`config.mk`:
```
export PLATFORM = sky130hd
export DESIGN_NAME = mips_run_ctrl
export DESIGN_NICKNAME = d
export VERILOG_FILES = /design/src/rtl/mips_run_ctrl.sv
export SDC_FILE = /design/constraint.sdc
export NUM_CORES = 1
export LEC_CHECK = 0
export CORE_UTILIZATION = 45
export DETAILED_ROUTE_END_ITERATION = 7
export GPL_ROUTABILITY_DRIVEN = 1
export MAX_ROUTING_LAYER = met4
export PLACE_DENSITY = 0.75
export SYNTH_ARGS = -nofsm -noshare
export SYNTH_HDL_FRONTEND = slang
export SYNTH_SLANG_ARGS = --single-unit
```
`constraint.sdc`:
```
create_clock -name clk -period 2.5 [get_ports clk]
set_input_delay 0.5 -clock clk [delete_from_list [all_inputs] [get_ports clk]]
set_output_delay 0.5 -clock clk [all_outputs]
set_load 0.01 [all_outputs]
```
`src/rtl/mips_run_ctrl.sv`:
```
// ---------------------------------------------------------------------------
// mips_run_ctrl
//   Run/debug sequencer in front of the mips pipeline top. It loads program
//   words into instruction memory while the core is held in reset. It starts,
//   pauses and single-steps the core through its stall input. When the core
//   raises halt, it lets the pipeline drain, then freezes the core so that
//   architectural state can be inspected.
//
// Ports
//   clk            system clock, rising edge
//   reset          synchronous, active-low block reset
//   i_cmd_valid    command present
//   o_cmd_ready    command accepted when valid && ready at a rising edge
//   i_cmd_op       0 NOP, 1 LOAD, 2 RUN, 3 STEP, 4 PAUSE, 5 CLEAR, 6-7 NOP
//   i_cmd_data     instruction word for LOAD
//   o_imem_we      instruction memory write strobe (one-cycle pulse)
//   o_imem_addr    instruction memory word address
//   o_imem_wdata   instruction memory write data
//   o_cpu_reset    active-high reset to the core
//   o_cpu_stall    freeze to the core
//   i_cpu_halt     halt flag from the core
//   o_state        current state encoding
//   o_cycle_count  unstalled core cycles since CLEAR (saturating)
//   o_done         one-cycle pulse on entry to HALTED
//
// All outputs come straight from registers; an accepted command shows up on
// the outputs in the cycle after the accepting edge.
// ---------------------------------------------------------------------------
module mips_run_ctrl #(
   parameter int DATA_WIDTH      = 32,
   parameter int IMEM_ADDR_WIDTH = 8,
   parameter int DRAIN_CYCLES    = 4,
   parameter int CNT_WIDTH       = 32
) (
   input  logic                       clk,
   input  logic                       reset,
   input  logic                       i_cmd_valid,
   output logic                       o_cmd_ready,
   input  logic [2:0]                 i_cmd_op,
   input  logic [DATA_WIDTH-1:0]      i_cmd_data,
   output logic                       o_imem_we,
   output logic [IMEM_ADDR_WIDTH-1:0] o_imem_addr,
   output logic [DATA_WIDTH-1:0]      o_imem_wdata,
   output logic                       o_cpu_reset,
   output logic                       o_cpu_stall,
   input  logic                       i_cpu_halt,
   output logic [2:0]                 o_state,
   output logic [CNT_WIDTH-1:0]       o_cycle_count,
   output logic                       o_done
);

   typedef enum logic [2:0] {
      ST_IDLE   = 3'd0,
      ST_RUN    = 3'd1,
      ST_PAUSED = 3'd2,
      ST_STEP   = 3'd3,
      ST_DRAIN  = 3'd4,
      ST_HALTED = 3'd5
   } state_t;

   localparam logic [2:0] OP_LOAD  = 3'd1;
   localparam logic [2:0] OP_RUN   = 3'd2;
   localparam logic [2:0] OP_STEP  = 3'd3;
   localparam logic [2:0] OP_PAUSE = 3'd4;
   localparam logic [2:0] OP_CLEAR = 3'd5;

   // Drain counter counts down from DRAIN_CYCLES-1 to 0, so DRAIN lasts
   // exactly DRAIN_CYCLES cycles.
   localparam int DW = (DRAIN_CYCLES > 1) ? $clog2(DRAIN_CYCLES) : 1;
   localparam logic [DW-1:0] DRAIN_LOAD = DW'(DRAIN_CYCLES - 1);

   state_t                     state_reg,     state_next;
   logic [DW-1:0]              drain_reg,     drain_next;
   logic [IMEM_ADDR_WIDTH-1:0] ptr_reg,       ptr_next;
   logic [CNT_WIDTH-1:0]       count_reg,     count_next;
   logic                       we_reg,        we_next;
   logic [IMEM_ADDR_WIDTH-1:0] addr_reg,      addr_next;
   logic [DATA_WIDTH-1:0]      wdata_reg,     wdata_next;
   logic                       cpu_reset_reg, cpu_reset_next;
   logic                       stall_reg,     stall_next;
   logic                       ready_reg,     ready_next;
   logic                       done_reg,      done_next;

   logic cmd_fire;
   logic clear_req;
   logic core_active;

   assign cmd_fire = i_cmd_valid && ready_reg;

   // Core clocks forward (and the cycle counter advances) only in these states.
   assign core_active = (state_reg == ST_RUN) || (state_reg == ST_STEP) ||
                        (state_reg == ST_DRAIN);

   always_comb begin
      state_next = state_reg;
      drain_next = drain_reg;
      ptr_next   = ptr_reg;
      count_next = count_reg;
      we_next    = 1'b0;
      addr_next  = addr_reg;
      wdata_next = wdata_reg;
      clear_req  = 1'b0;

      case (state_reg)
         ST_IDLE: begin
            if (cmd_fire) begin
               case (i_cmd_op)
                  OP_LOAD: begin
                     we_next    = 1'b1;
                     addr_next  = ptr_reg;
                     wdata_next = i_cmd_data;
                     ptr_next   = ptr_reg + 1'b1;   // wraps silently
                  end
                  OP_RUN:   state_next = ST_RUN;
                  OP_STEP:  state_next = ST_STEP;
                  OP_CLEAR: clear_req  = 1'b1;
                  default:  ;
               endcase
            end
         end

         ST_RUN: begin
            // Halt takes priority over any command issued in the same cycle.
            if (i_cpu_halt) begin
               state_next = ST_DRAIN;
               drain_next = DRAIN_LOAD;
            end else if (cmd_fire && (i_cmd_op == OP_PAUSE)) begin
               state_next = ST_PAUSED;
            end else if (cmd_fire && (i_cmd_op == OP_CLEAR)) begin
               state_next = ST_IDLE;
               clear_req  = 1'b1;
            end
         end

         ST_PAUSED: begin
            if (cmd_fire) begin
               case (i_cmd_op)
                  OP_RUN:  state_next = ST_RUN;
                  OP_STEP: state_next = ST_STEP;
                  OP_CLEAR: begin
                     state_next = ST_IDLE;
                     clear_req  = 1'b1;
                  end
                  default: ;
               endcase
            end
         end

         ST_STEP: begin
            if (i_cpu_halt) begin
               state_next = ST_DRAIN;
               drain_next = DRAIN_LOAD;
            end else begin
               state_next = ST_PAUSED;
            end
         end

         ST_DRAIN: begin
            if (drain_reg == '0) begin
               state_next = ST_HALTED;
            end else begin
               drain_next = drain_reg - 1'b1;
            end
         end

         ST_HALTED: begin
            if (cmd_fire && (i_cmd_op == OP_CLEAR)) begin
               state_next = ST_IDLE;
               clear_req  = 1'b1;
            end
         end

         default: state_next = ST_IDLE;
      endcase

      // Saturating executed-cycle counter.
      if (core_active && (count_reg != '1)) begin
         count_next = count_reg + 1'b1;
      end

      if (clear_req) begin
         count_next = '0;
         ptr_next   = '0;
      end

      // Core control is a registered decode of the next state.
      cpu_reset_next = (state_next == ST_IDLE);
      stall_next     = !((state_next == ST_RUN) || (state_next == ST_STEP) ||
                         (state_next == ST_DRAIN));
      ready_next     = !((state_next == ST_STEP) || (state_next == ST_DRAIN));
      done_next      = (state_reg == ST_DRAIN) && (state_next == ST_HALTED);
   end

   always_ff @(posedge clk) begin
      if (!reset) begin
         state_reg     <= ST_IDLE;
         drain_reg     <= '0;
         ptr_reg       <= '0;
         count_reg     <= '0;
         we_reg        <= 1'b0;
         addr_reg      <= '0;
         wdata_reg     <= '0;
         cpu_reset_reg <= 1'b1;
         stall_reg     <= 1'b1;
         ready_reg     <= 1'b1;
         done_reg      <= 1'b0;
      end else begin
         state_reg     <= state_next;
         drain_reg     <= drain_next;
         ptr_reg       <= ptr_next;
         count_reg     <= count_next;
         we_reg        <= we_next;
         addr_reg      <= addr_next;
         wdata_reg     <= wdata_next;
         cpu_reset_reg <= cpu_reset_next;
         stall_reg     <= stall_next;
         ready_reg     <= ready_next;
         done_reg      <= done_next;
      end
   end

   assign o_state       = state_reg;
   assign o_cmd_ready   = ready_reg;
   assign o_imem_we     = we_reg;
   assign o_imem_addr   = addr_reg;
   assign o_imem_wdata  = wdata_reg;
   assign o_cpu_reset   = cpu_reset_reg;
   assign o_cpu_stall   = stall_reg;
   assign o_cycle_count = count_reg;
   assign o_done        = done_reg;

endmodule

```
Figure 1. Wires at chosen ports, followed through buffers.
Scale bar: 20 um.
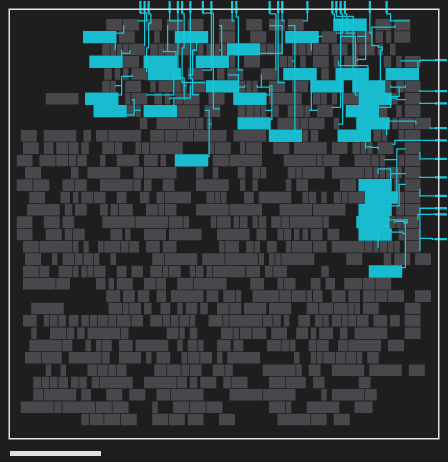
- o_imem_wdata: cyan (bits 32; direction output; edge 21 north, 11 east; end cells 32; buffers 32; wire 660 um)

Figure 2. The metal 1 layer.
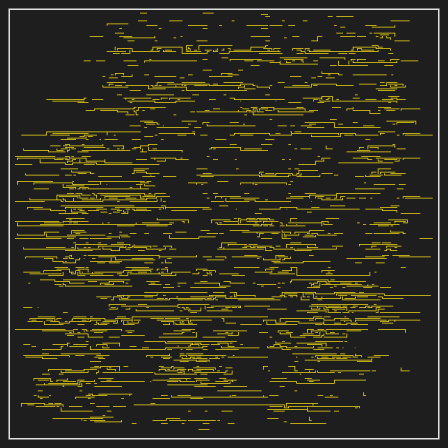
- main direction: horizontal
- share of all routed wire: 46%
- longest straight run: 33.1 um
total wire length: 9.67 mm
global-route met1 utilization: 0.295
DR vias: 3830

Figure 3. Where the registers sit.
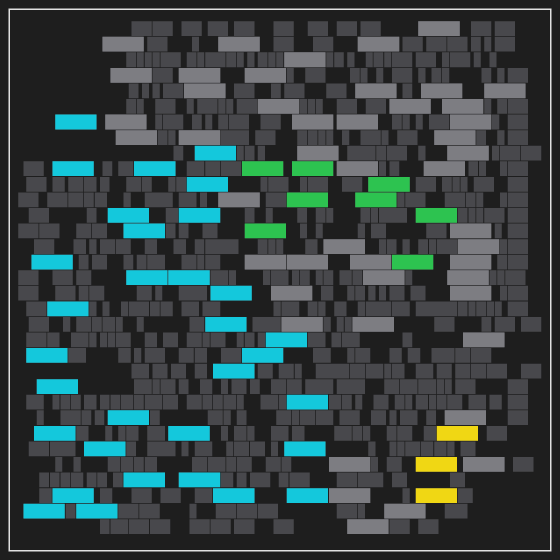
- o_cycle_count: cyan (placed flops 32)
- o_imem_addr: green (placed flops 8)
- o_state: yellow (placed flops 3)
- not coloured: 47

==> GITHUB_STEP_SUMMARY <==
## Synthesis and layout report

| Metric | Value |
|---|---|
| Tot Pwr | `0.00268 W` |
| Post-CTS Hold Fix Bufs | `0` |
| MUX share of area | `0.00261` |
| R2R cell count | `6` |
| Internal power | `0.00198 W` |
| Power Clock | `0.000953 W` |
| TritonRoute pass-1 iters | `5` |
| Synth Area in Adders | `0.00978` |
| Clock buf/inv share | `0.0363` |
| Worst reg-to-reg setup slack | `0.16 ns` |
| Worst path top cell family by delay | `simple AND/OR/NAND/NOR gates` |
| Final setup fails | `0` |
| P&R area growth vs syn | `41.9%` |
| Max FO, Critical Path | `7` |
| Mapped Cells | `477` |
| Sw Ratio | `0.262` |
| RSZ-0062 raised after global routing | `false` |
| Area leader share | `0.469` |
| Clock power share | `0.356` |
| FP Rows | `33` |
| Combinational fraction of design power | `0.096` |
| FP Util | `0.467` |
| Antenna violations before repair | `0` |
| Worst setup EP type | `flip-flop` |
| Antenna Cells | `0` |
| Leading area contributor after synthesis | `dfxtp_1` |
| Final Wtd Congestion | `0.908` |
| Yosys xor share | `0.0319` |
| MI comb cells | `352` |
| Core ar. | `~8000 um2` |
| Reg2reg end | `o_cycle_count[26]$_SDFFE_PP0P_` |
| Worst Tran Pin Value | `0.488 ns` |
| Leakage | `1.79 nW` |
| Top-count cell post-synth | `nand2_1` |
| Critical Path Sink | `o_cycle_count[26]$_SDFFE_PP0P_` |
| CTS Buf Count | `9` |
| Worst Hold Class | `reg2reg` |
| Rel. slew slack | `0.666` |
| Worst path buffer plus inverter count | `0` |
| Post-route setup slack | `0.161 ns` |
| Tcrit/Tclk final | `0.936` |
| Clock root cell | `clkbuf_8` |
| Register area | `1800 um2` |
| CP Launch Type | `flip-flop` |
| Post-synth seq share | `0.469` |
| Non-clk buf share | `0.251` |
| CTS tree | `done` |
| Top pwr grp | `sequential cells` |
| Power per Cell Area | `492 nW/um2` |
| Max Buffers Root-to-Sink | `2` |
| Logic inverters | `11` |
| AND-OR/OR-AND Cells, Area Fraction | `0.174` |
| Post-route DRC | `0` |
| Placed instance area | `about 5300 um2` |
| Gr busiest metal | `met2` |
| TNS Setup | `0 ns` |
| Final hold vios | `0` |
| Final-layout fill cell count | `709` |
| # Post-CTS Setup Buffers | `0` |
| First-pass GRT wire length | `16.1 mm` |
| Syn_area_per_cell | `8.05 um2` |
| Clk pin slew, worst setup/hold paths | `0.09 ns` |
| Final Cell Area | `5450 um2` |
| Share of post-route cells with drive strength above 1 | `0.0705` |
| Cells after DPL | `699` |
| Most frequent logic cells in the routed design | `clkdlybuf4s50_1 (118), nand2_1 (109), dfxtp_1 (90)` |
| Number of enable flip-flop cells | `0` |
| TAP cells | `105` |
| I/O pins | `119` |
| Peak supply drop | `0.257 mV` |
| Slowest cell on the critical path | `or4b_1` |
| Met1 Routed Length | `4.41 mm` |
| Place WS | `0.101 ns` |
| Tool Warnings | `26` |
| Chip area | `8910 um2` |
| Gr ovfl total | `0` |
| # Cells Yosys | `477` |
| Reg-to-Reg Start | `o_cycle_count[0]$_SDFFE_PP0P_` |
| DP HPWL | `slightly below 7 mm` |
| Gate Area | `1910 um2` |
| Kind of critical path | `reg2reg` |
| Crit path cell chain | `ha_1 > nand3_1 > a211o_1 > or4b_1 > or3_1 > a21oi_1` |
| Worst path arrival time | `2.63 ns` |
| Status | `completed` |
Figure 4. Clock network drawn from the DEF.
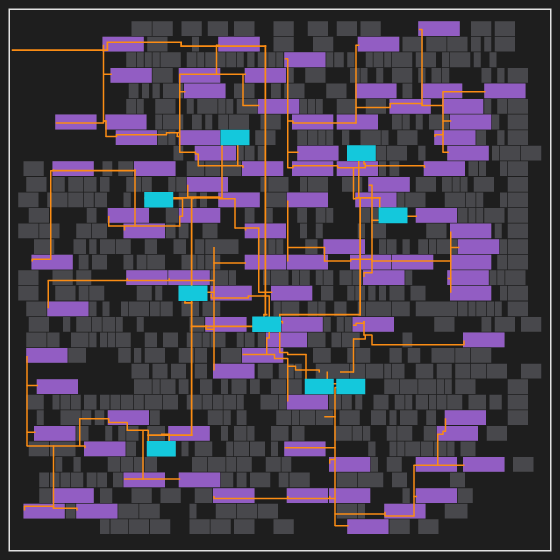
- clock drivers: cyan (count 9)
- clock wires: orange (length 1030 um)
- flip-flops: purple (count 90)
- flops lie: spread over the die

Figure 5. Track usage over the die.
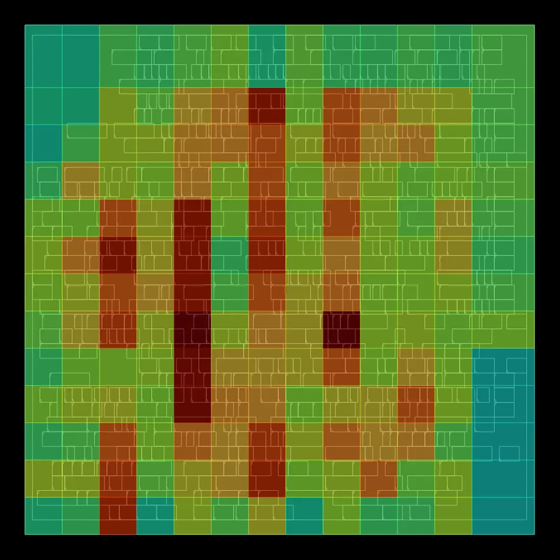
met2 Use GR: 0.367
All-Layer GR Usage: 0.233
drt wl/cell: 13.5 um
Finished Core Util: 0.663

Power is estimated from default activity; no workload was simulated.
